## src/rtl/quadrature_generator_pkg.sv

```systemverilog
// Shared types and constants for the quadrature step generator.
// Optional build macro: QUADRATURE_EN selects Gray-code quadrature output.
package quadrature_generator_pkg;

    localparam int CNT_W_DEF = 8;

    localparam logic DIR_UP   = 1'b1;
    localparam logic DIR_DOWN = 1'b0;

    typedef enum logic [2:0] {
        IDLE,
        HIGH,
        LOW,
        PH0,
        PH1,
        PH2,
        PH3
    } gen_state_t;

    // A/B levels for a quadrature phase; up leads with A, down leads with B.
    function automatic logic [1:0] quad_ab(input gen_state_t s, input logic dir);
        logic [1:0] ab;
        case (s)
            PH0:     ab = (dir == DIR_UP) ? 2'b10 : 2'b01;
            PH1:     ab = 2'b11;
            PH2:     ab = (dir == DIR_UP) ? 2'b01 : 2'b10;
            default: ab = 2'b00;
        endcase
        return ab;
    endfunction

endpackage

```

## src/rtl/quadrature_generator_if.sv

```systemverilog
// Command handshake bundle between a step-command source and the generator.
import quadrature_generator_pkg::*;

interface quadrature_generator_if #(
    parameter int CNT_W = CNT_W_DEF
);
    logic             cmd_valid;
    logic             cmd_ready;
    logic             cmd_dir;
    logic [CNT_W-1:0] cmd_steps;
    logic             cmd_done;

    modport master (
        output cmd_valid,
        output cmd_dir,
        output cmd_steps,
        input  cmd_ready,
        input  cmd_done
    );

    modport slave (
        input  cmd_valid,
        input  cmd_dir,
        input  cmd_steps,
        output cmd_ready,
        output cmd_done
    );
endinterface

```

## src/rtl/quadrature_generator_phase_timer.sv

```systemverilog
// Phase timer: counts 0..HALF_PERIOD-1 and flags the terminal count.
// Holding restart keeps the count at zero so a new phase starts clean.
module phase_timer #(
    parameter int HALF_PERIOD = 4
) (
    input  logic clk,
    input  logic rst,
    input  logic restart,
    output logic tick
);
    localparam int TW = (HALF_PERIOD > 1) ? $clog2(HALF_PERIOD) : 1;
    localparam logic [TW-1:0] TERM = TW'(HALF_PERIOD - 1);
    localparam logic [TW-1:0] ONE  = TW'(1);

    logic [TW-1:0] cnt;

    assign tick = (cnt == TERM);

    // Free-running phase counter, wrapping at the terminal count.
    always_ff @(posedge clk) begin
        if (!rst) begin
            cnt <= '0;
        end else if (restart || tick) begin
            cnt <= '0;
        end else begin
            cnt <= cnt + ONE;
        end
    end
endmodule

```

## src/rtl/quadrature_generator.sv

```systemverilog
// Quadrature step generator: turns (direction, step count) commands into
// timed A/B encoder waveforms and tracks the net emitted position.
// Default build emits one pulse per step (A for up, B for down).
// Defining QUADRATURE_EN emits true Gray-code quadrature instead.
import quadrature_generator_pkg::*;

module quadrature_generator #(
    parameter int HALF_PERIOD = 4,
    parameter int CNT_W       = CNT_W_DEF
) (
    input  logic                   clk,
    input  logic                   rst,
    quadrature_generator_if.slave  cmd,
    output logic                   A,
    output logic                   B,
    output logic                   busy,
    output logic [CNT_W-1:0]       steps_left,
    output logic [CNT_W-1:0]       pos
);
    localparam logic [CNT_W-1:0] ONE = CNT_W'(1);

    gen_state_t state;
    logic       dir;
    logic       done_r;
    logic       tick;
    logic       accept;

    assign cmd.cmd_ready = (state == IDLE);
    assign cmd.cmd_done  = done_r;
    assign busy          = (state != IDLE);
    assign accept        = cmd.cmd_valid && (state == IDLE);

    function automatic logic [CNT_W-1:0] step_pos(input logic [CNT_W-1:0] p,
                                                  input logic d);
        return (d == DIR_UP) ? p + ONE : p - ONE;
    endfunction

    // Timer is held at zero while idle and wraps on every phase change.
    phase_timer #(
        .HALF_PERIOD(HALF_PERIOD)
    ) u_timer (
        .clk    (clk),
        .rst    (rst),
        .restart(state == IDLE),
        .tick   (tick)
    );

    // Command FSM with registered waveform, position and completion outputs.
    always_ff @(posedge clk) begin
        if (!rst) begin
            state      <= IDLE;
            dir        <= DIR_UP;
            A          <= 1'b0;
            B          <= 1'b0;
            pos        <= '0;
            steps_left <= '0;
            done_r     <= 1'b0;
        end else begin
            done_r <= 1'b0;
            case (state)
                IDLE: begin
                    if (accept) begin
                        if (cmd.cmd_steps == '0) begin
                            done_r <= 1'b1;
                        end else begin
                            dir        <= cmd.cmd_dir;
                            steps_left <= cmd.cmd_steps;
                            pos        <= step_pos(pos, cmd.cmd_dir);
`ifdef QUADRATURE_EN
                            state      <= PH0;
                            {A, B}     <= quad_ab(PH0, cmd.cmd_dir);
`else
                            state      <= HIGH;
                            A          <= (cmd.cmd_dir == DIR_UP);
                            B          <= (cmd.cmd_dir == DIR_DOWN);
`endif
                        end
                    end
                end
`ifdef QUADRATURE_EN
                PH0: begin
                    if (tick) begin
                        state  <= PH1;
                        {A, B} <= quad_ab(PH1, dir);
                    end
                end
                PH1: begin
                    if (tick) begin
                        state  <= PH2;
                        {A, B} <= quad_ab(PH2, dir);
                    end
                end
                PH2: begin
                    if (tick) begin
                        state  <= PH3;
                        {A, B} <= quad_ab(PH3, dir);
                    end
                end
                PH3: begin
                    if (tick) begin
                        if (steps_left == ONE) begin
                            steps_left <= '0;
                            state      <= IDLE;
                            done_r     <= 1'b1;
                        end else begin
                            steps_left <= steps_left - ONE;
                            pos        <= step_pos(pos, dir);
                            state      <= PH0;
                            {A, B}     <= quad_ab(PH0, dir);
                        end
                    end
                end
`else
                HIGH: begin
                    if (tick) begin
                        state <= LOW;
                        A     <= 1'b0;
                        B     <= 1'b0;
                    end
                end
                LOW: begin
                    if (tick) begin
                        if (steps_left == ONE) begin
                            steps_left <= '0;
                            state      <= IDLE;
                            done_r     <= 1'b1;
                        end else begin
                            steps_left <= steps_left - ONE;
                            pos        <= step_pos(pos, dir);
                            state      <= HIGH;
                            A          <= (dir == DIR_UP);
                            B          <= (dir == DIR_DOWN);
                        end
                    end
                end
`endif
                default: begin
                    state <= IDLE;
                    A     <= 1'b0;
                    B     <= 1'b0;
                end
            endcase
        end
    end
endmodule

```

## src/flat_wrapper.sv

```systemverilog
// flat-port wrapper written by rule: the top's interface ports become plain ports
module quadrature_generator_flat 
#(
    parameter int HALF_PERIOD = 4,
    parameter int CNT_W       = CNT_W_DEF
)
  (clk, rst, A, B, busy, steps_left, pos, cmd_cmd_valid, cmd_cmd_dir, cmd_cmd_steps, cmd_cmd_ready, cmd_cmd_done);
  quadrature_generator_if #(.CNT_W(CNT_W)) cmd_i ();
  input  logic clk;
  input  logic rst;
  output logic A;
  output logic B;
  output logic busy;
  output logic [CNT_W-1:0] steps_left;
  output logic [CNT_W-1:0] pos;
  input wire logic [$bits(cmd_i.cmd_valid)-1:0] cmd_cmd_valid;
  input wire logic [$bits(cmd_i.cmd_dir)-1:0] cmd_cmd_dir;
  input wire logic [$bits(cmd_i.cmd_steps)-1:0] cmd_cmd_steps;
  output wire logic [$bits(cmd_i.cmd_ready)-1:0] cmd_cmd_ready;
  output wire logic [$bits(cmd_i.cmd_done)-1:0] cmd_cmd_done;
  assign cmd_i.cmd_valid = cmd_cmd_valid;
  assign cmd_i.cmd_dir = cmd_cmd_dir;
  assign cmd_i.cmd_steps = cmd_cmd_steps;
  assign cmd_cmd_ready = cmd_i.cmd_ready;
  assign cmd_cmd_done = cmd_i.cmd_done;
  quadrature_generator #(.HALF_PERIOD(HALF_PERIOD), .CNT_W(CNT_W)) u_core (.clk(clk), .rst(rst), .cmd(cmd_i), .A(A), .B(B), .busy(busy), .steps_left(steps_left), .pos(pos));
endmodule
```

## config.mk

```make
export PLATFORM = sky130hd
export DESIGN_NAME = quadrature_generator_flat
export DESIGN_NICKNAME = d
export VERILOG_FILES = /design/src/rtl/quadrature_generator_pkg.sv /design/src/rtl/quadrature_generator_if.sv /design/src/rtl/quadrature_generator_phase_timer.sv /design/src/rtl/quadrature_generator.sv /design/src/flat_wrapper.sv
export SDC_FILE = /design/constraint.sdc
export NUM_CORES = 1
export LEC_CHECK = 0
export ABC_CLOCK_PERIOD_IN_PS = 4100
export CAP_MARGIN = 10
export CORE_MARGIN = 1
export CORE_UTILIZATION = 50
export CTS_BUF_LIST = sky130_fd_sc_hd__clkbuf_2 sky130_fd_sc_hd__clkbuf_4 sky130_fd_sc_hd__clkbuf_8
export CTS_CLUSTER_SIZE = 24
export DETAILED_ROUTE_END_ITERATION = 10
export PLACE_DENSITY = 0.79
export SKIP_CTS_REPAIR_TIMING = 1
export SLEW_MARGIN = 10
export SYNTH_ARGS = -nofsm -noshare
export SYNTH_HDL_FRONTEND = slang
export SYNTH_HIERARCHICAL = 1
export SYNTH_SLANG_ARGS = --single-unit
```

## constraint.sdc

```tcl
create_clock -name clk -period 4.1 [get_ports clk]
set_input_delay 0.41 -clock clk [delete_from_list [all_inputs] [get_ports clk]]
set_output_delay 0.41 -clock clk [all_outputs]
set_load 0.03 [all_outputs]
```

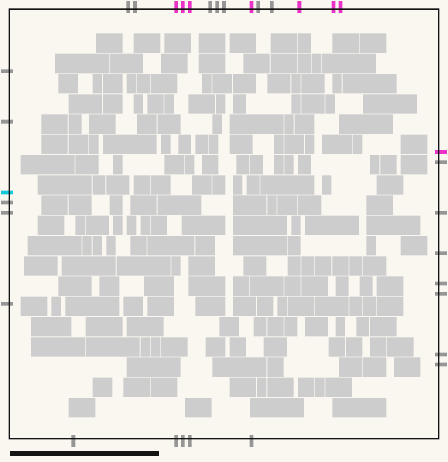
**Above:** run 1 (pin map).
The bar under the picture is 20 um long. Pins as bars across the die edge, other pins in grey.
- magenta: steps_left (pins 8; direction output; edge 7 north, 1 east)
- cyan: cmd_cmd_done (pins 1; direction output; edge west)
- all pins by edge: 14 north, 8 east, 6 west, 5 south
die height: 57.50 um
PortBufs: 32
die width: 57.50 um

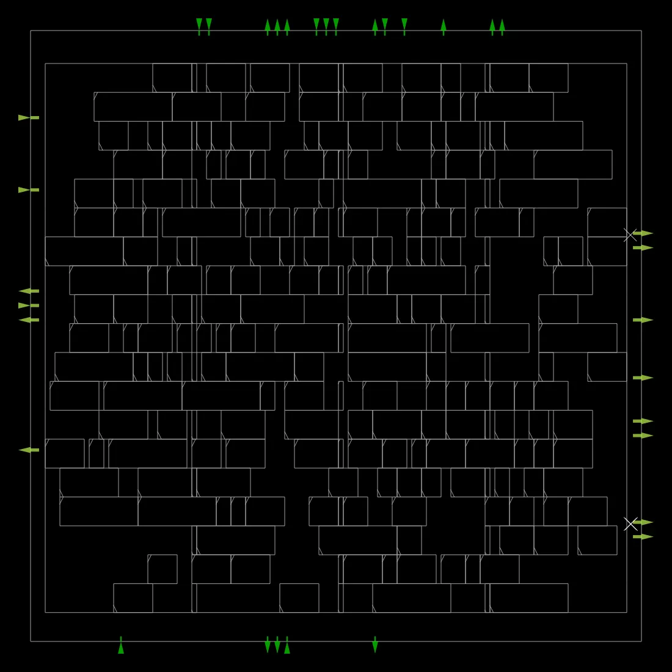
**Above:** run 1 (placed standard cells).
Seq cells: 24
Util after Layout: 0.6621

==> impl_metrics.toml, run 1 <==
# physical design summary
[placed_design]
pre_cts_slack_ns = 1.527
place_inst = 234
gp_congestion = 0.8771

[global_route]
grt_pass1_wl_um = 5685
grt_use_met1 = 0.2735
grt_pass1_vias = 1303
use_met3 = 0.04762
met2_usage = 0.3804
grt_max_degree = 24
antenna_found_initial = 0

[setup_path]
rr_endpoint = "u_core/pos[2]"
slowest_delay_ns = 0.60
start_kind = "flip-flop"
rr_startpoint = "u_core/state[1]"
critPathMaxFanout = 11
cp.required_ns = 4.36
cp-end-kind = "flip-flop"
critPathArrivalTime_ns = 2.64
cp_top_family = "simple AND/OR/NAND/NOR gates"
cp_num_buf_inv = 0

[power_and_ir_drop]
seqPwrFrac = 0.454
p_comb_uw = 206
vdd_drop_max_v = 0.0002139
swShare = 0.3442
p_clk_frac = 0.206
maxPowerGroup = "sequential cells"
pwr-share-comb = 0.341

[clock_tree]
clk-insertion-delay-late_ns = 0.32
root_buffer = "clkbuf_4"
clk_pin_slew_ns = 0.14
clockBufferDepth = 2
cts_made_buffers = 3

[synthesis]
netlist_area_um2 = 1540
synthSimpleGateAreaFrac = 0.2575
edf_count = 0
logic_family = "simple AND/OR/NAND/NOR gates"
muxShareOfSynthArea = 0.08855
synthTopCellsByArea = "dfxtp_1 (31%), mux2i_1 (6.5%), nand2_1 (4.6%)"
synth.most_common_cell = "dfxtp_1"
ys_ff = 24
top_area_frac = 0.3119
top_area_cell = "dfxtp_1"
adder_share = 0.04062
synthTopCellsByCount = "dfxtp_1 (24), nand2_1 (19), nor2_1 (15), inv_1 (10), mux2i_1 (10)"
async_reset_ff_frac = 0
ff_type = "dfxtp_1"

[flow_run]
tool_warnings = 28
maxCapViolCount = 0

[min_path]
min_path_cells = 1
hp-start = "u_core/u_timer/cnt[0]"
min_to = "u_core/u_timer/cnt[0]"

[final_timing]
finalCritPeriodShare = 0.5823
min_period_ns = 2.387
whs_ns = 0.4562
worst_pin_slew_ns = 0.6619
fin_worst_skew_ns = 0.01326
hold_viol = 0
max_freq_mhz = 418.9

[cells_and_area]
inverters_excl_clock = 10
n_fill_cell = 243
seq_area_frac = 0.2565
most-common-layout-cells = "clkdlybuf4s50_1 (32), dfxtp_1 (24), nand2_1 (19)"
logic_gate_count = 136
largest_class = "multi-input combinational cells"
layout-drive-gt1-share = 0.1159
clock_area_frac = 0.01937
buf_share = 0.1750
n_antenna_cell = 0
layout.clock_buffers = 4

[detailed_routing]
postRouteAntennaNets = 0
routed_wl_um = 3477
routedWlPerCell_um = 14.61
firstDrtPassIters = 7
highest_layer = "met4"
post-route-drc-count = 3

[die]
dieArea_um2 = 3306
core_area_um2 = 2829
initial_utilization = 0.5444
ios = 33
rows = 19
nWellTaps = 31

[run_status]
violations = "design-rule violations"
status = "finished, violations left"
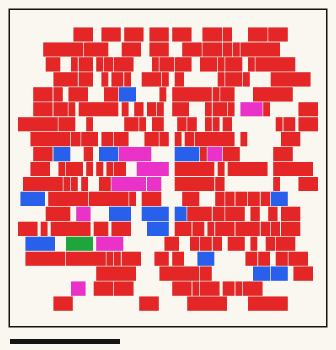
**Above:** run 1 (drive-strength map).
The bar under the picture is 20 um long.
- red: _0 and _1 cells (cells 183; most used clkdlybuf4s50_1)
- blue: _2 cells (cells 14; most used a21oi_2)
- magenta: _3 and _4 cells (cells 9; most used clkbuf_4)
- green: _6 and larger (cells 1; most used clkbuf_8)
final instance area: 1873 um2
Final WS setup: 1.713 ns
area grow syn2layout: 21.61%
Buffers excl. clock: 33

==> run 1: worst max-delay path by stage <==
stage	startpoint	to	slack, ns	cells after the start
global placement	cmd_cmd_steps[2]	u_core/steps_left[7]	1.61	6
detailed placement	cmd_cmd_steps[2]	u_core/steps_left[7]	1.53	6
floorplan	u_core/steps_left[0]	u_core/pos[1]	1.96	8
global route	u_core/state[1]	u_core/pos[2]	1.61	5
CTS	u_core/state[1]	u_core/pos[2]	1.75	5
finish	u_core/state[1]	u_core/pos[2]	1.71	5
==> run 1: registers in the layout, indices dropped and copies added, names as in the netlist <==
register and cells:
u_core/pos 8, u_core/steps_left 8, u_core/state 2, u_core/u_timer/cnt 2, u_core/A 1, u_core/B 1, u_core/cmd.cmd_done 1, u_core/dir 1
**Run 1: wiring by layer**

The bar under the picture is 20 um long.
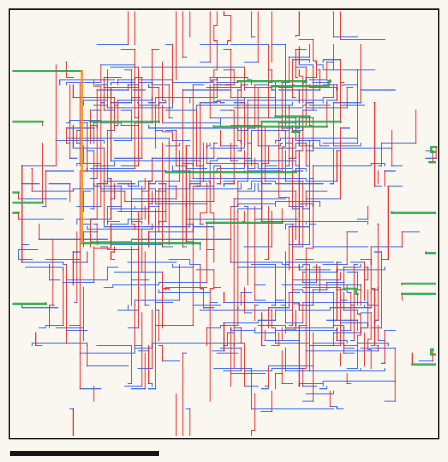

## Run 2: what changed since run 1
--- a/config.mk
+++ b/config.mk
@@ -5,14 +5,14 @@
 export SDC_FILE = /design/constraint.sdc
 export NUM_CORES = 1
 export LEC_CHECK = 0
-export ABC_CLOCK_PERIOD_IN_PS = 4100
+export ABC_CLOCK_PERIOD_IN_PS = 1900
 export CAP_MARGIN = 10
 export CORE_MARGIN = 1
-export CORE_UTILIZATION = 50
+export CORE_UTILIZATION = 47
 export CTS_BUF_LIST = sky130_fd_sc_hd__clkbuf_2 sky130_fd_sc_hd__clkbuf_4 sky130_fd_sc_hd__clkbuf_8
 export CTS_CLUSTER_SIZE = 24
 export DETAILED_ROUTE_END_ITERATION = 10
-export PLACE_DENSITY = 0.79
+export PLACE_DENSITY = 0.78
 export SKIP_CTS_REPAIR_TIMING = 1
 export SLEW_MARGIN = 10
 export SYNTH_ARGS = -nofsm -noshare
==> constraint.sdc (replaced) <==
create_clock -name clk -period 1.9 [get_ports clk]
set_input_delay 0.19 -clock clk [delete_from_list [all_inputs] [get_ports clk]]
set_output_delay 0.19 -clock clk [all_outputs]
set_load 0.03 [all_outputs]
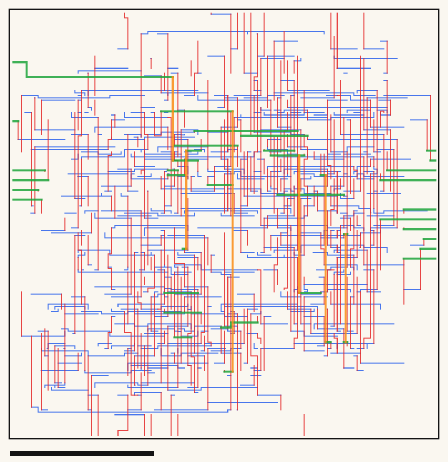
**Above:** run 2 (wiring by layer).
The bar under the picture is 20 um long.
- red: metal 2 (wire length 1,990 um)
- orange: metal 4 (wire length 118 um)
- blue: metal 1 (wire length 1,750 um)
- green: metal 3 (wire length 178 um)
wirelength, routed: 4034 um
overall routing resource usage: 0.2344
drt wl/cell: 15.05 um
total number of vias: 1,531

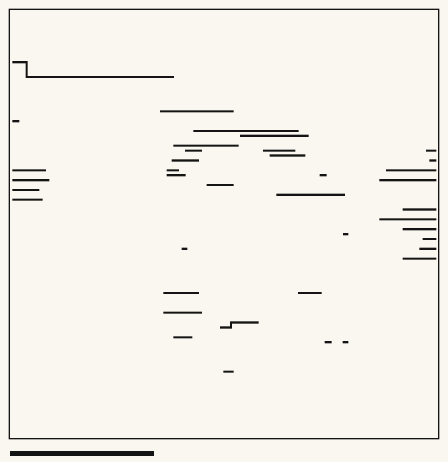
**Above:** run 2 (signal wires on met3).
The bar under the picture is 20 um long.
- wire length on this layer: 178 um
- nets with wire on the layer: 32
- share of all routed wire: 4.4%
- main direction: horizontal
met3 Usage GRT: 0.02838

==> impl_metrics.toml, run 2 <==
# physical design summary
[setup_path]
critPathArrivalTime_ns = 2.11
critPathMaxFanout = 5
cp_top_family = "AND-OR/OR-AND gates"
critPathLaunch = "cmd_cmd_steps[2]"
crit_cells = 7
rr_startpoint = "u_core/steps_left[1]"
cp.required_ns = 2.14

[final_timing]
hold_viol = 0
min_period_ns = 1.866
finalCritPeriodShare = 0.9820
fin_worst_skew_ns = 0.001831

[clock_tree]
root_buffer = "clkbuf_4"
clockBufferDepth = 2
clk-insertion-delay-late_ns = 0.33
clk_pin_slew_ns = 0.12
cts_made_buffers = 3

[cells_and_area]
n_antenna_cell = 0
inverters_excl_clock = 10
top_regs = "u_core/pos x8, u_core/steps_left x8"
buf_share = 0.2341
post-route-util = 0.6825
largest_class = "multi-input combinational cells"
fin_area_um2 = 2101
layout-drive-gt1-share = 0.2321
layout.clock_buffers = 4
area_delta_synth_final_pct = 36.39
logic_gate_count = 136

[die]
die_h_um = 59.25
dieArea_um2 = 3510
die_w_um = 59.25
ios = 33
nWellTaps = 44
core_area_um2 = 3078

[synthesis]
synthTopCellsByArea = "dfxtp_1 (31%), mux2i_1 (6.5%), nand2_1 (4.6%)"
synth.most_common_cell = "dfxtp_1"
top_area_cell = "dfxtp_1"
top_area_frac = 0.3119

[detailed_routing]
postRouteAntennaNets = 0
highest_layer = "met4"
post-route-drc-count = 0

[flow_run]
maxCapViolCount = 0
tool_warnings = 28

[global_route]
grt_max_degree = 14
grt_use_met1 = 0.2911
grt_pass1_vias = 1423

[min_path]
hp-start = "u_core/u_timer/cnt[0]"
min_path_cells = 1

[placed_design]
gp_congestion = 0.8631
pre_cts_slack_ns = -0.3454
io_buffers = 32
place_inst = 261

[run_status]
status = "finished clean"
-- run 2: cell count changes in the layout (fill, tap and decap cells not counted), sizes merged --
| cell | delta |
|---|---|
| dlymetal6s2s | +1 |
| clkdlybuf4s50 | -1 |
| clkbuf | +1 |
| buf | +16 |
-- run 2: cells by family (layout without fill, tap and decap cells) --
group                    count (synthesis)  count (layout)  synth area share
AND-OR/OR-AND                           43              43            0.2201
XOR/XNOR                                 2               2           0.01137
adder cells (fa/ha/maj)                  5               5           0.04062
buffers and inverters                   22              64           0.06985
flip-flops                              24              24            0.3119
multiplexers                            13              13           0.08855
AND/OR/NAND/NOR                         73              73            0.2575
-- run 2: power breakdown --
group / switching (uW) / internal (uW)
clock: 158 / 96.9
sequential: 54.6 / 543
combinational: 271 / 240
**Run 2: drive-strength map**

The bar under the picture is 20 um long.
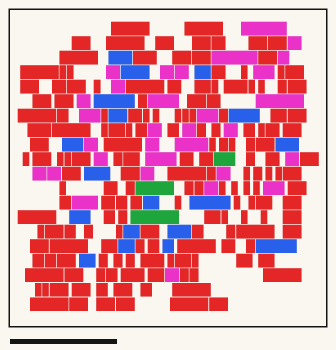

## Run 3: what changed since run 2
--- a/config.mk
+++ b/config.mk
@@ -8,14 +8,13 @@
 export ABC_CLOCK_PERIOD_IN_PS = 1900
 export CAP_MARGIN = 10
 export CORE_MARGIN = 1
-export CORE_UTILIZATION = 47
+export CORE_UTILIZATION = 45
 export CTS_BUF_LIST = sky130_fd_sc_hd__clkbuf_2 sky130_fd_sc_hd__clkbuf_4 sky130_fd_sc_hd__clkbuf_8
 export CTS_CLUSTER_SIZE = 24
 export DETAILED_ROUTE_END_ITERATION = 10
-export PLACE_DENSITY = 0.78
+export PLACE_DENSITY = 0.75
 export SKIP_CTS_REPAIR_TIMING = 1
 export SLEW_MARGIN = 10
 export SYNTH_ARGS = -nofsm -noshare
 export SYNTH_HDL_FRONTEND = slang
-export SYNTH_HIERARCHICAL = 1
 export SYNTH_SLANG_ARGS = --single-unit
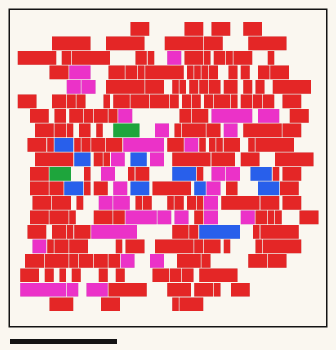
**Above:** run 3 (drive-strength map).
The bar under the picture is 20 um long.
- green: _6 and larger (cells 2)
- red: _0 and _1 cells (cells 185; most used clkdlybuf4s50_1)
- blue: _2 cells (cells 10)
- magenta: _3 and _4 cells (cells 33; most used buf_4)
final instance area: 2063 um2
Buffers excl. clock: 53
area grow syn2layout: 39.63%
Final WS setup: 0.01977 ns

==> impl_metrics.toml, run 3 <==
# physical design summary
[setup_path]
crit_cells = 7
critPathArrivalTime_ns = 2.12
crit_path_end = "u_core.steps_left[1]"
cp_top_family = "AND-OR/OR-AND gates"
slowest_delay_ns = 0.56
critPathMaxFanout = 8

[power_and_ir_drop]
seqPwrFrac = 0.452
pwr-share-comb = 0.328
swShare = 0.3377
p_clk_frac = 0.221
p_sw_uw = 432.9

[clock_tree]
root_buffer = "clkbuf_4"
clockBufferDepth = 2
clk-insertion-delay-late_ns = 0.32

[cells_and_area]
most-common-layout-cells = "clkdlybuf4s50_1 (30), nand2_1 (22), dfxtp_1 (21)"
n_fill_cell = 269
logic_gate_count = 141

[synthesis]
ys_sh_xor = 0.01185
synth.most_common_cell = "dfxtp_1"
logic_family = "simple AND/OR/NAND/NOR gates"
synthTopCellsByArea = "dfxtp_1 (33%), mux2i_1 (6.8%), nand2_1 (5.6%)"
netlist_area_um2 = 1478
edf_count = 0

[final_timing]
hold_viol = 0
finalCritPeriodShare = 0.9896
whs_ns = 0.4419

[die]
core_area_um2 = 3078
dieArea_um2 = 3517
initial_utilization = 0.4801

[placed_design]
gp_congestion = 0.9474

[run_status]
status = "finished clean"

[detailed_routing]
routedWlPerCell_um = 14.93
post-route-drc-count = 0

[global_route]
grt_pass1_vias = 1465
grt_use_met1 = 0.2753
met2_usage = 0.4125
grt_pass1_wl_um = 6279

[flow_run]
tool_warnings = 30
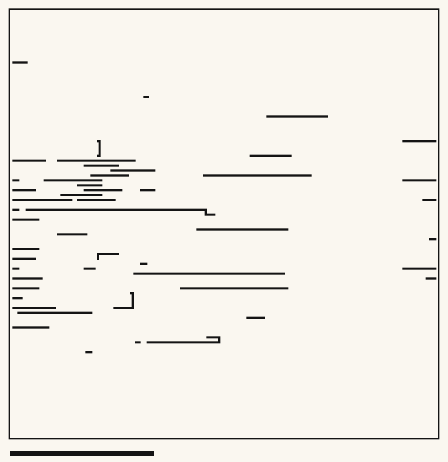
**Above:** run 3 (signal wires on met3).
The bar under the picture is 20 um long.
- nets with wire on the layer: 43
- share of all routed wire: 6.5%
- wire length on this layer: 265 um
- longest straight run: 24.8 um
wirelength, routed: 4091 um
met3 Usage GRT: 0.03930

-- run 3: cell types whose count changed in the layout (fill, tap and decap cells not counted), sizes merged, moves of 3 or more --
cell | before | now
buf | 17 | 21
o32ai | 4 | 1
o21ai | 4 | 8
nand2 | 19 | 22
-- run 3: metal layers --
| layer | part of all wire | vias up |
|---|---|---|
| li1 | - | 763 |
| met1 | 0.41 | 740 |
| met2 | 0.50 | 74 |
| met3 | 0.065 | 8 |
| met4 | 0.020 | 0 |
| met5 | 0 | - |
-- run 3: power by group through the flow --
stage / Combinational, uW / Clock, uW / Sequential, uW
after floorplan: 188 / 0 / 638
after global placement: 395 / 0 / 586
after global routing: 449 / 302 / 585
final: 420 / 283 / 579
after detailed placement: 402 / 0 / 588
after CTS: 405 / 285 / 577
No activity file was given, so power comes from the tool's default toggle rates.
